File: src/rtl/multicycle_ctrl.sv
// multicycle_ctrl: FETCH/DECODE/EXE/MEM/WB sequencer for the 16-bit RISC core.
// Define MULTICYCLE_CTRL_WATCHDOG_EN to halt with bus_err after WAIT_MAX stalled memory cycles.
module multicycle_ctrl #(
  parameter logic [15:0] PC_RESET = 16'h0000,
  parameter int          WAIT_MAX = 15
) (
  input  logic        clk,
  input  logic        Reset,
  input  logic        mem_rdy,
  input  logic [15:0] mem_rdata,
  input  logic        C,
  input  logic        Z,
  input  logic        N,
  output logic [15:0] PC,
  output logic [10:0] Ins,
  output logic        IF_req,
  output logic        MEM_req,
  output logic        MEM_we,
  output logic        WBRF,
  output logic        WBresource,
  output logic        RBresource,
  output logic        OprandB,
  output logic        LI,
  output logic        Buff_OutR,
  output logic        ALUop,
  output logic        Flag,
  output logic        PSW_C,
  output logic        PSW_Z,
  output logic        PSW_N,
  output logic        halted,
  output logic        bus_err
);
  typedef enum logic [2:0] {FETCH, DECODE, EXE, MEM, WB, HALT} state_t;
  localparam logic [4:0] OP_ADC  = 5'd2;
  localparam logic [4:0] OP_SUB  = 5'd3;
  localparam logic [4:0] OP_SBB  = 5'd4;
  localparam logic [4:0] OP_ADDI = 5'd5;
  localparam logic [4:0] OP_SUBI = 5'd6;
  localparam logic [4:0] OP_LHI  = 5'd8;
  localparam logic [4:0] OP_LD   = 5'd9;
  localparam logic [4:0] OP_ST   = 5'd10;
  localparam logic [4:0] OP_OUT  = 5'd11;
  localparam logic [4:0] OP_HLT  = 5'd31;
  state_t      state_q, state_d;
  logic [15:0] pc_q, pc_d, ir_q, ir_d;
  logic [2:0]  psw_q, psw_d;
  logic [11:0] ctl_q, ctl_d;
  logic [4:0]  op, op_d;
  logic        arith, exe_op, mem_op;
  assign op     = ir_q[15:11];
  assign op_d   = ir_d[15:11];
  assign arith  = op inside {[5'd1:5'd6]};
  assign exe_op = op inside {[5'd1:5'd10]};
  assign mem_op = op inside {OP_LD, OP_ST};
`ifdef MULTICYCLE_CTRL_WATCHDOG_EN
  localparam logic [3:0] WLIM = 4'(WAIT_MAX - 1);
  logic [3:0] wcnt_q, wcnt_d;
  logic       bus_err_q, bus_err_d;
  assign bus_err = bus_err_q;
`else
  logic unused_wait_max;
  assign unused_wait_max = ^WAIT_MAX;
  assign bus_err = 1'b0;
`endif
  always_comb begin
    state_d = state_q;
    pc_d    = pc_q;
    ir_d    = ir_q;
    psw_d   = psw_q;
    case (state_q)
      FETCH: if (mem_rdy) begin
        ir_d    = mem_rdata;
        pc_d    = pc_q + 16'd1;
        state_d = DECODE;
      end
      DECODE: state_d = op == OP_HLT ? HALT : exe_op ? EXE : FETCH;
      EXE: begin
        psw_d   = arith ? {C, Z, N} : psw_q;
        state_d = mem_op ? MEM : WB;
      end
      MEM:     if (mem_rdy) state_d = op == OP_LD ? WB : FETCH;
      WB:      state_d = FETCH;
      default: state_d = HALT;
    endcase
`ifdef MULTICYCLE_CTRL_WATCHDOG_EN
    wcnt_d    = 4'd0;
    bus_err_d = bus_err_q;
    if ((state_q == FETCH || state_q == MEM) && !mem_rdy) begin
      if (wcnt_q == WLIM) begin
        state_d   = HALT;
        bus_err_d = 1'b1;
      end else wcnt_d = wcnt_q + 4'd1;
    end
`endif
    // strobes are decoded one cycle early so they leave the block registered
    ctl_d = {state_d == FETCH,
             state_d == MEM,
             state_d == MEM && op_d == OP_ST,
             state_d == WB,
             state_d == WB && op_d == OP_LD,
             state_d == DECODE && op_d inside {OP_ST, OP_LHI},
             state_d == DECODE && op_d inside {OP_ADDI, OP_SUBI, OP_LD, OP_ST},
             state_d == DECODE && op_d == OP_LHI,
             state_d == DECODE && op_d == OP_OUT,
             state_d == EXE && op_d inside {OP_SUB, OP_SBB, OP_SUBI},
             state_d == EXE && op_d inside {OP_ADC, OP_SBB},
             state_d == HALT};
  end
  always_ff @(posedge clk or negedge Reset) begin
    if (!Reset) begin
      state_q <= FETCH;
      pc_q    <= PC_RESET;
      ir_q    <= '0;
      psw_q   <= '0;
      ctl_q   <= 12'h800;
`ifdef MULTICYCLE_CTRL_WATCHDOG_EN
      wcnt_q    <= '0;
      bus_err_q <= 1'b0;
`endif
    end else begin
      state_q <= state_d;
      pc_q    <= pc_d;
      ir_q    <= ir_d;
      psw_q   <= psw_d;
      ctl_q   <= ctl_d;
`ifdef MULTICYCLE_CTRL_WATCHDOG_EN
      wcnt_q    <= wcnt_d;
      bus_err_q <= bus_err_d;
`endif
    end
  end
  assign {IF_req, MEM_req, MEM_we, WBRF, WBresource, RBresource,
          OprandB, LI, Buff_OutR, ALUop, Flag, halted} = ctl_q;
  assign PC  = pc_q;
  assign Ins = ir_q[10:0];
  assign {PSW_C, PSW_Z, PSW_N} = psw_q;
endmodule

File: config.mk
export PLATFORM = sky130hd
export DESIGN_NAME = multicycle_ctrl
export DESIGN_NICKNAME = d
export VERILOG_FILES = /design/src/rtl/multicycle_ctrl.sv
export SDC_FILE = /design/constraint.sdc
export NUM_CORES = 1
export LEC_CHECK = 0
export ABC_AREA = 1
export CELL_PAD_IN_SITES_DETAIL_PLACEMENT = 1
export CELL_PAD_IN_SITES_GLOBAL_PLACEMENT = 1
export CORE_MARGIN = 1
export CORE_UTILIZATION = 36
export DETAILED_ROUTE_END_ITERATION = 6
export PLACE_DENSITY = 0.91
export SLEW_MARGIN = 40
export SYNTH_ARGS = -nofsm -noshare
export SYNTH_HDL_FRONTEND = slang
export SYNTH_SLANG_ARGS = --single-unit
export TNS_END_PERCENT = 20
File: constraint.sdc
create_clock -name clk -period 2 [get_ports clk]
set_input_delay 0.3 -clock clk [delete_from_list [all_inputs] [get_ports clk]]
set_output_delay 0.3 -clock clk [all_outputs]
set_load 0.02 [all_outputs]
Figure 1. Cell outlines without signal wires (run 1).
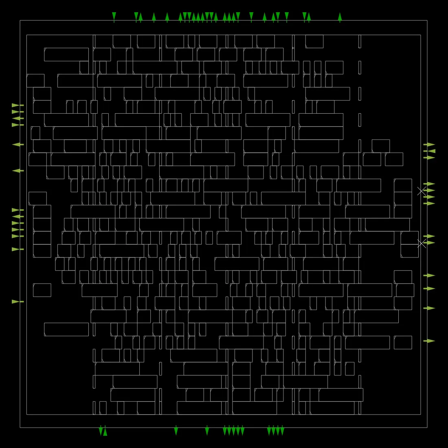
TAP cells: 77
Final Core Density: 49.73%
placeable core area: 6459 um2

Figure 2. I/O nets highlighted (run 1).
Scale bar: 20 um.
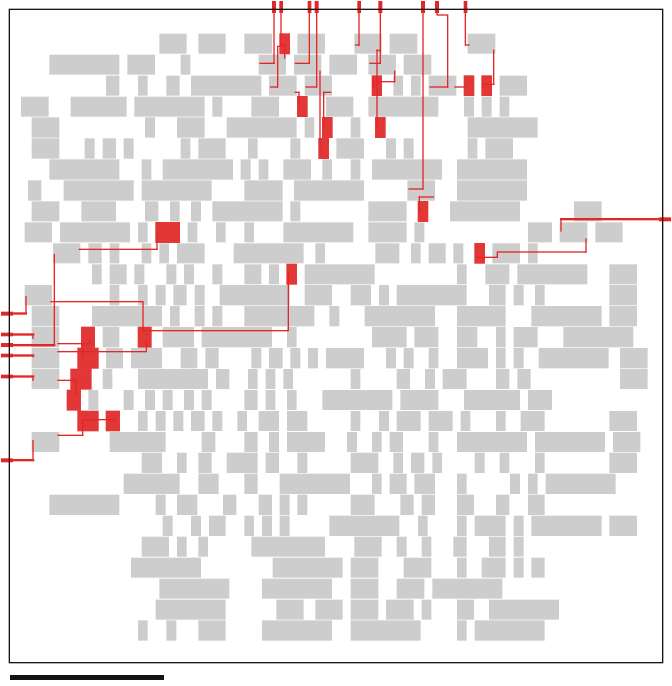
mem_rdata: in red, bits 16, direction input, edge 9 north, 6 west, 1 east, end cells 19, buffers 16, wire 295 um.
Port Buffers: 63
number of I/O pins: 65

Figure 3. Cell classes on the final placement (run 1).
Fill, decap, tap and diode cells in gray.
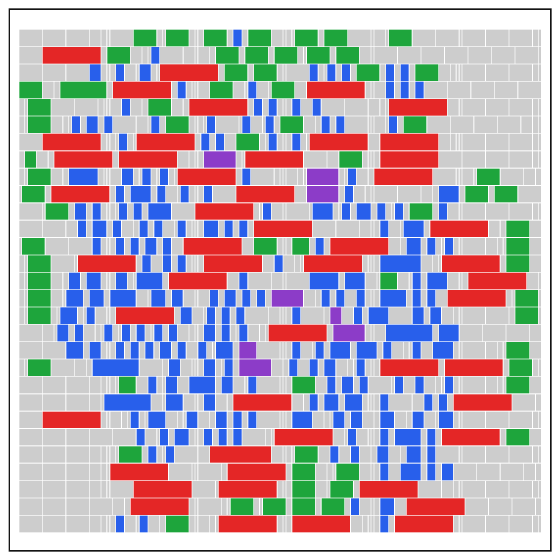
remaining buffers and delay cells: in green, cells 68, share of their area 22%. combinational and other logic: in blue, cells 214, share of their area 35%. clock drivers and dummy loads: in purple, cells 8, share of their area 3.1%. sequential cells: in red, cells 50, share of their area 40%.
Non-Filler Cell Area, Final: 3212 um2
sequential share of cell area: 38.99%
number of core rows: 29

==> out/metrics.json, run 1 <==
{
  "outcome": "complete, but fails checks",
  "failed_checks": "design-rule violations",
  "cts_htree_levels": 2,
  "top_cells_by_count": "sky130_fd_sc_hd__nand2_1, sky130_fd_sc_hd__dfrtp_1, sky130_fd_sc_hd__inv_1",
  "critPathTopFamily": "buffers and inverters",
  "postRouteWirelength_mm": 5.854,
  "cp-end-kind": "primary output",
  "grt_max_degree": 51,
  "synth_top_cell_by_count": "sky130_fd_sc_hd__nand2_1",
  "post_cts_resize_count": 0,
  "min_delay_path_depth": 2,
  "synth.avg_cell_area_um2": 8.808,
  "finalSetupTns_ns": 0,
  "wl_per_instance_um": 14.04,
  "timing.critical_path.cells": "clkdlybuf4s50_1",
  "cell_count_after_synthesis": 279,
  "worst_path_max_delay_cell": "sky130_fd_sc_hd__clkdlybuf4s50_1",
  "cts_tree": "built",
  "sw_frac_of_total_pct": 21.86,
  "asyncSetResetFlopFracSynth_pct": 100.0,
  "slew_viol_final": 0,
  "timing.rr.start": "state_q[0]",
  "timing.critical_path.from": "PC[0]",
  "worst_skew_pair.late_latency_ns": 0.30,
  "final_hold_viol_count": 0,
  "mostFrequentLayoutCells": "sky130_fd_sc_hd__nand2_1, sky130_fd_sc_hd__clkdlybuf4s50_1, sky130_fd_sc_hd__dfrtp_1",
  "sequentialPowerShare_pct": 59.3,
  "worstSetupEndpoint": "PC[0]",
  "top_layer": "met4",
  "drc": 2,
  "routed-via-count": 1992,
  "report.final.setup_viol": 0,
  "yosys.area_share.adder_pct": 0.5092,
  "clkSinkCount": 50,
  "fmax_mhz": 580.5,
  "post_synth_and_or_nand_nor_area_fraction_pct": 33.04,
  "delay_of_the_slowest_cell_on_the_worst_path_ns": 0.66,
  "leakage_component_of_the_power_nw": 1.589,
  "syn_nets": 302,
  "top_cells_by_area": "sky130_fd_sc_hd__dfrtp_1, sky130_fd_sc_hd__nand2_1, sky130_fd_sc_hd__inv_1, sky130_fd_sc_hd__nand3_1, sky130_fd_sc_hd__buf_4",
  "clk_pin_slew_ns": 0.09,
  "worst_hold_path_type": "register to register",
  "p_sw_mw": 0.3722,
  "area_added_between_synthesis_and_finish_pct": 30.70,
  "synth_compound_gate_area_share_pct": 2.088,
  "synth-area-yosys_um2": 2457,
  "post_synth_num_cell_types": 32,
  "synth.top_cell.area_share_pct": 49.90,
  "worst_ep_required_time_ns": 1.70,
  "number_of_drc_markers_after_the_initial_detailed_route_iteration": 64,
  "holdPathEnd": "ir_q[1]",
  "dr_wl_met3_um": 193,
  "busiest_metal_layer_after_global_routing": "met2",
  "cp.buffers_inverters": 1,
  "synth_top_cell_by_area": "sky130_fd_sc_hd__dfrtp_1",
  "cts_root_buf": "sky130_fd_sc_hd__clkbuf_8",
  "dieArea_um2": 7161,
  "largest_power_group": "sequential cells",
  "number_of_synthesized_flops_with_an_enable_pin": 0,
  "grt_overflow": 0,
  "power.sequential.total_mw": 1.01,
  "layout_top_cell_excl_fill_tap": "sky130_fd_sc_hd__nand2_1",
  "floorplan.die.width_um": 84.62,
  "multiplexer_share_of_the_synthesized_area_pct": 0,
  "worstHoldStart": "ir_q[1]",
  "detailedRoute.firstPassIterationCount": 7,
  "met2_length_mm": 3.058,
  "min_period_over_period_pct": 86.14,
  "detail_route.vias_per_cell": 4.777,
  "r2r_end": "PC[10]",
  "global_route_track_usage_on_met2_pct": 30.82,
  "timing.final.crit_period_ns": 1.723,
  "cp.arrival_ns": 1.42,
  "postSynthRegisterBits": 50,
  "yosysWarningCount": 0,
  "grt_use_met3_pct": 2.950,
  "num-fill-cells": 760,
  "die.size.y_um": 84.62,
  "cts_made_buffers": 5,
  "gr-usage-all-layers_pct": 17.19,
  "xor_area_share_pct": 3.921,
  "cts_max_path_buffers": 2,
  "groute.layer.met1.usage_pct": 20.88,
  "antennaDiodeCount": 0,
  "p_int_mw": 1.330,
  "netlist_area_um2": 2457,
  "finalWeightedCongestion": 0.8072,
  "pwr.group.clock_mw": 0.619,
  "hpwl_mm": 4.524,
  "setup_repair_after_global_routing_missed_its_margin": "no",
  "grt_pass1_wl_mm": 9.701,
  "total_power_mw": 1.703,
  "synth.comb.largest_family": "simple AND/OR/NAND/NOR gates",
  "start_kind": "register",
  "grt_pass1_vias": 2110
}
[run 1: repair_timing]
item                                   in CTS  in global routing
hold buffers                                1                  0
setup buffers                               0                  0
endpoints found under the hold margin      46                  0
[run 1: metrics by stage]
step	setup WS [ns]	area (um2)	hold slack, ns	util, %
floorplan	0.5896	2457	0.004409	-
global placement	0.1492	3107	0.3121	48.10
detailed placement	0.08665	3107	0.3194	48.10
CTS	0.2597	3212	0.4926	49.73
global route	0.1932	3212	0.5185	49.73
finish	0.2773	3212	0.4860	49.73
[run 1: cell type report]
cell class	count	area [um2]	area share, %
sequential	50	1252	38.99
multi-input combinational	185	975.9	30.39
timing repair buffer	68	678.2	21.11
inverter	29	113.9	3.545
tap	77	96.34	3.000
clock buffer	6	82.58	2.571
clock inverter	2	12.51	0.3896
==> inputs of run 2 (changes only) <==
--- a/config.mk
+++ b/config.mk
@@ -12,8 +12,8 @@
 export CORE_UTILIZATION = 36
 export DETAILED_ROUTE_END_ITERATION = 6
 export PLACE_DENSITY = 0.91
-export SLEW_MARGIN = 40
+export SLEW_MARGIN = 20
 export SYNTH_ARGS = -nofsm -noshare
 export SYNTH_HDL_FRONTEND = slang
 export SYNTH_SLANG_ARGS = --single-unit
-export TNS_END_PERCENT = 20
+export TNS_END_PERCENT = 5
==> out/metrics.json, run 2 <==
{
  "outcome": {"value": "complete, but fails checks", "change": "unchanged"},
  "failed_checks": {"value": "design-rule violations", "change": "unchanged"},
  "inv_count": {"value": 29, "change": "unchanged"},
  "top_cells_by_count": {"value": "sky130_fd_sc_hd__nand2_1, sky130_fd_sc_hd__dfrtp_1, sky130_fd_sc_hd__inv_1", "change": "unchanged"},
  "grt_pass1_wl": {"value": 9.701, "unit": "mm", "change": "unchanged"},
  "yosys.area_share.adder": {"value": 0.5092, "unit": "%", "change": "unchanged"},
  "synth-area-yosys": {"value": 2457, "unit": "um2", "change": "unchanged"},
  "worst_hold_path_type": {"value": "register to register", "change": "unchanged"},
  "finalSetupTns": {"value": 0, "unit": "ns", "change": "unchanged"},
  "number_of_synthesized_flops_with_an_enable_pin": {"value": 0, "change": "unchanged"},
  "ys_cells": {"value": 279, "change": "unchanged"},
  "top_layer": {"value": "met4", "change": "unchanged"},
  "start_kind": {"value": "register", "change": "unchanged"},
  "hold_ws": {"value": 0.4860, "unit": "ns", "change": "unchanged"},
  "leakage_component_of_the_power": {"value": 1.589, "unit": "nW", "change": "unchanged"},
  "cp.buffers_inverters": {"value": 1, "change": "unchanged"},
  "report.final.setup_viol": {"value": 0, "change": "unchanged"},
  "critical_path_class": {"value": "register to primary output", "change": "unchanged"},
  "postCtsSetupRepairBufs": {"value": 0, "change": "unchanged"},
  "cp_max_fo": {"value": 4, "change": "unchanged"},
  "grt_overflow": {"value": 0, "change": "unchanged"},
  "synth.avg_cell_area": {"value": 8.808, "unit": "um2", "change": "unchanged"},
  "worst_path_max_delay_cell": {"value": "sky130_fd_sc_hd__clkdlybuf4s50_1", "change": "unchanged"},
  "buffers": {"value": 68, "change": "unchanged"},
  "largest_contributor_to_cell_area_by_class": {"value": "flip-flops and latches", "change": "unchanged"},
  "synth_compound_gate_area_share": {"value": 2.088, "unit": "%", "change": "unchanged"},
  "layout.clock_buffers": {"value": 6, "change": "unchanged"},
  "dr_wl_met3": {"value": 193, "unit": "um", "change": "unchanged"},
  "sw_frac_of_total": {"value": 21.86, "unit": "%", "change": "unchanged"},
  "postSynthSeqShare": {"value": 50.97, "unit": "%", "change": "unchanged"},
  "pwr.group.clock": {"value": 0.619, "unit": "mW", "change": "about the same"},
  "cp-end-kind": {"value": "primary output", "change": "unchanged"},
  "port-buffer-count": {"value": 63, "change": "unchanged"},
  "clk_pin_slew": {"value": 0.09, "unit": "ns", "change": "about the same"},
  "cts_root_buf": {"value": "sky130_fd_sc_hd__clkbuf_8", "change": "unchanged"},
  "postSynthRegisterBits": {"value": 50, "change": "unchanged"},
  "asyncSetResetFlopFracSynth": {"value": 100.0, "unit": "%", "change": "unchanged"},
  "multiplexer_share_of_the_synthesized_area": {"value": 0, "unit": "%", "change": "unchanged"},
  "synth.comb.largest_family": {"value": "simple AND/OR/NAND/NOR gates", "change": "unchanged"},
  "gr-usage-all-layers": {"value": 17.19, "unit": "%", "change": "unchanged"},
  "cts_tree": {"value": "built", "change": "unchanged"},
  "routed-via-count": {"value": 1992, "change": "unchanged"},
  "antenna_violating_nets_left": {"value": 0, "change": "unchanged"},
  "largest_power_group": {"value": "sequential cells", "change": "unchanged"},
  "layout_top_cell_excl_fill_tap": {"value": "sky130_fd_sc_hd__nand2_1", "change": "unchanged"},
  "power.combinational.total": {"value": 0.0730, "unit": "mW", "change": "about the same"},
  "num-fill-cells": {"value": 760, "change": "unchanged"},
  "detail_route.vias_per_cell": {"value": 4.777, "change": "unchanged"},
  "dieArea": {"value": 7161, "unit": "um2", "change": "unchanged"},
  "total_power": {"value": 1.703, "unit": "mW", "change": "unchanged"},
  "synth_top_cell_by_area": {"value": "sky130_fd_sc_hd__dfrtp_1", "change": "unchanged"},
  "yosys_most_used_dff": {"value": "sky130_fd_sc_hd__dfrtp_1", "change": "unchanged"},
  "slew_viol_final": {"value": 0, "change": "unchanged"},
  "xor_area_share": {"value": 3.921, "unit": "%", "change": "unchanged"},
  "yosysWarningCount": {"value": 0, "change": "unchanged"},
  "post_synth_and_or_nand_nor_area_fraction": {"value": 33.04, "unit": "%", "change": "unchanged"},
  "drc": {"value": 2, "change": "unchanged"},
  "hpwl": {"value": 4.524, "unit": "mm", "change": "unchanged"},
  "syn_nets": {"value": 302, "change": "unchanged"},
  "fin_nets": {"value": 362, "change": "unchanged"},
  "clkSinkCount": {"value": 50, "change": "unchanged"},
  "delay_of_the_slowest_cell_on_the_worst_path": {"value": 0.66, "unit": "ns", "change": "about the same"},
  "power.share.clock": {"value": 36.4, "unit": "%", "change": "about the same"},
  "busiest_metal_layer_after_global_routing": {"value": "met2", "change": "unchanged"},
  "maxCapViolations": {"value": 0, "change": "unchanged"},
  "synth_top_cell_by_count": {"value": "sky130_fd_sc_hd__nand2_1", "change": "unchanged"},
  "tally_of_openroad_warnings": {"value": 26, "change": "unchanged"},
  "met2_length": {"value": 3.058, "unit": "mm", "change": "unchanged"},
  "timing.final.ws_setup": {"value": 0.2773, "unit": "ns", "change": "unchanged"},
  "nWellTaps": {"value": 77, "change": "unchanged"},
  "cell_count_after_synthesis": {"value": 279, "change": "unchanged"},
  "antenna_found_initial": {"value": 0, "change": "unchanged"},
  "stdcell_count": {"value": 417, "change": "unchanged"},
  "non_clock_buffering_overhead": {"value": 21.11, "unit": "%", "change": "unchanged"},
  "postRouteWirelength": {"value": 5.854, "unit": "mm", "change": "unchanged"},
  "top_cells_by_area": {"value": "sky130_fd_sc_hd__dfrtp_1, sky130_fd_sc_hd__nand2_1, sky130_fd_sc_hd__inv_1, sky130_fd_sc_hd__nand3_1, sky130_fd_sc_hd__buf_4", "change": "unchanged"},
  "cts_htree_levels": {"value": 2, "change": "unchanged"},
  "number_of_drc_markers_after_the_initial_detailed_route_iteration": {"value": 64, "change": "unchanged"},
  "min_period_over_period": {"value": 86.14, "unit": "%", "change": "unchanged"},
  "final.setup_skew": {"value": 0.008789, "unit": "ns", "change": "unchanged"},
  "p_int": {"value": 1.330, "unit": "mW", "change": "unchanged"},
  "sequential_cell_count": {"value": 50, "change": "unchanged"},
  "grt_max_degree": {"value": 51, "change": "unchanged"},
  "area_added_between_synthesis_and_finish": {"value": 30.70, "unit": "%", "change": "unchanged"},
  "finalWeightedCongestion": {"value": 0.8072, "change": "unchanged"},
  "ff_latch_area": {"value": 1252, "unit": "um2", "change": "unchanged"},
  "place.detailed.instances": {"value": 408, "change": "unchanged"},
  "seq_area_share": {"value": 38.99, "unit": "%", "change": "unchanged"},
  "antennaDiodeCount": {"value": 0, "change": "unchanged"},
  "worst_ep_required_time": {"value": 1.70, "unit": "ns", "change": "about the same"},
  "mi_logic_area": {"value": 975.9, "unit": "um2", "change": "unchanged"},
  "power_per_cell_area": {"value": 530.1, "unit": "nW/um2", "change": "unchanged"},
  "dp_worst_setup_slack": {"value": 0.08665, "unit": "ns", "change": "unchanged"},
  "timing.critical_path.cells": {"value": "clkdlybuf4s50_1", "change": "unchanged"},
  "setup_repair_after_global_routing_missed_its_margin": {"value": "no", "change": "unchanged"},
  "io_pins": {"value": 65, "change": "unchanged"},
  "combAreaFraction": {"value": 30.39, "unit": "%", "change": "unchanged"},
  "power.sequential.total": {"value": 1.01, "unit": "mW", "change": "about the same"},
  "critPathTopFamily": {"value": "buffers and inverters", "change": "unchanged"},
  "netlist_area": {"value": 2457, "unit": "um2", "change": "unchanged"},
  "grt_use_met3": {"value": 2.950, "unit": "%", "change": "unchanged"},
  "global_route_track_usage_on_met2": {"value": 30.82, "unit": "%", "change": "unchanged"},
  "post-route-util": {"value": 49.73, "unit": "%", "change": "unchanged"},
  "final_design_area_no_fill": {"value": 3212, "unit": "um2", "change": "unchanged"},
  "cts_max_path_buffers": {"value": 2, "change": "unchanged"},
  "drive_above_1_share": {"value": 10.00, "unit": "%", "change": "unchanged"},
  "fp_util": {"value": 38.05, "unit": "%", "change": "unchanged"},
  "mostFrequentLayoutCells": {"value": "sky130_fd_sc_hd__nand2_1, sky130_fd_sc_hd__clkdlybuf4s50_1, sky130_fd_sc_hd__dfrtp_1", "change": "unchanged"},
  "multiInputCombCellCount": {"value": 185, "change": "unchanged"},
  "worst_skew_pair.late_latency": {"value": 0.30, "unit": "ns", "change": "about the same"},
  "post_synth_num_cell_types": {"value": 32, "change": "unchanged"},
  "number_of_core_rows": {"value": 29, "change": "unchanged"},
  "detailedRoute.firstPassIterationCount": {"value": 7, "change": "unchanged"},
  "grt_pass1_vias": {"value": 2110, "change": "unchanged"},
  "fmax": {"value": 580.5, "unit": "MHz", "change": "unchanged"},
  "placed_cell_area": {"value": 3107, "unit": "um2", "change": "unchanged"},
  "synth.top_cell.area_share": {"value": 49.90, "unit": "%", "change": "unchanged"},
  "sequentialPowerShare": {"value": 59.3, "unit": "%", "change": "about the same"},
  "cp.arrival": {"value": 1.42, "unit": "ns", "change": "about the same"},
  "core_region_area": {"value": 6459, "unit": "um2", "change": "unchanged"},
  "wl_per_instance": {"value": 14.04, "unit": "um", "change": "unchanged"},
  "final-clk-cell-share": {"value": 2.961, "unit": "%", "change": "unchanged"},
  "timing.final.crit_period": {"value": 1.723, "unit": "ns", "change": "unchanged"},
  "groute.layer.met1.usage": {"value": 20.88, "unit": "%", "change": "unchanged"},
  "p_sw": {"value": 0.3722, "unit": "mW", "change": "unchanged"},
  "met1_wire_length": {"value": 2.491, "unit": "mm", "change": "unchanged"},
  "cts_made_buffers": {"value": 5, "change": "unchanged"},
  "final_hold_viol_count": {"value": 0, "change": "unchanged"},
  "power.combinational.fraction": {"value": 4.3, "unit": "%", "change": "about the same"}
}
==> run 2: final timing paths <==
| kind | slack, ns | endpoint | startpoint | cells after the start |
|---|---|---|---|---|
| max | 0.28 | PC[0] | PC[0] | 1 |
| min | 0.49 | ir_q[1] | ir_q[1] | 2 |
| max reg2reg | 0.40 | PC[10] | state_q[0] | 7 |
| min reg2reg | 0.49 | ir_q[1] | ir_q[1] | 2 |
| max in group asynchronous | 1.17 | ctl_q[11] | Reset | 3 |
| min in group asynchronous | 0.52 | psw_q[1] | Reset | 3 |
==> run 2: what timing repair did <==
item,4_1_cts,5_1_grt
gates resized,0,0
hold endpoints to repair,46,0
hold buffers,1,0
endpoints found under the setup margin,0,0
Figure 4. Power grid (run 2).
Scale bar: 20 um. Pins as bars on the die edge. Tap cells in gray.
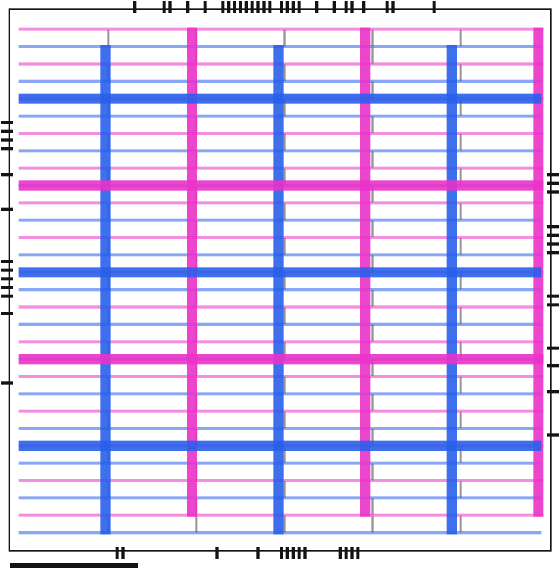
VSS: in blue. VDD: in magenta.
6 straps on met4. The core has 29 rows. 5 straps on met5. 65 signal pins sit on the boundary. 77 tap cells.
horizontal die size: 84.62 um
worst vdd ir: 0.3201 mV
vertical die dimension: 84.62 um

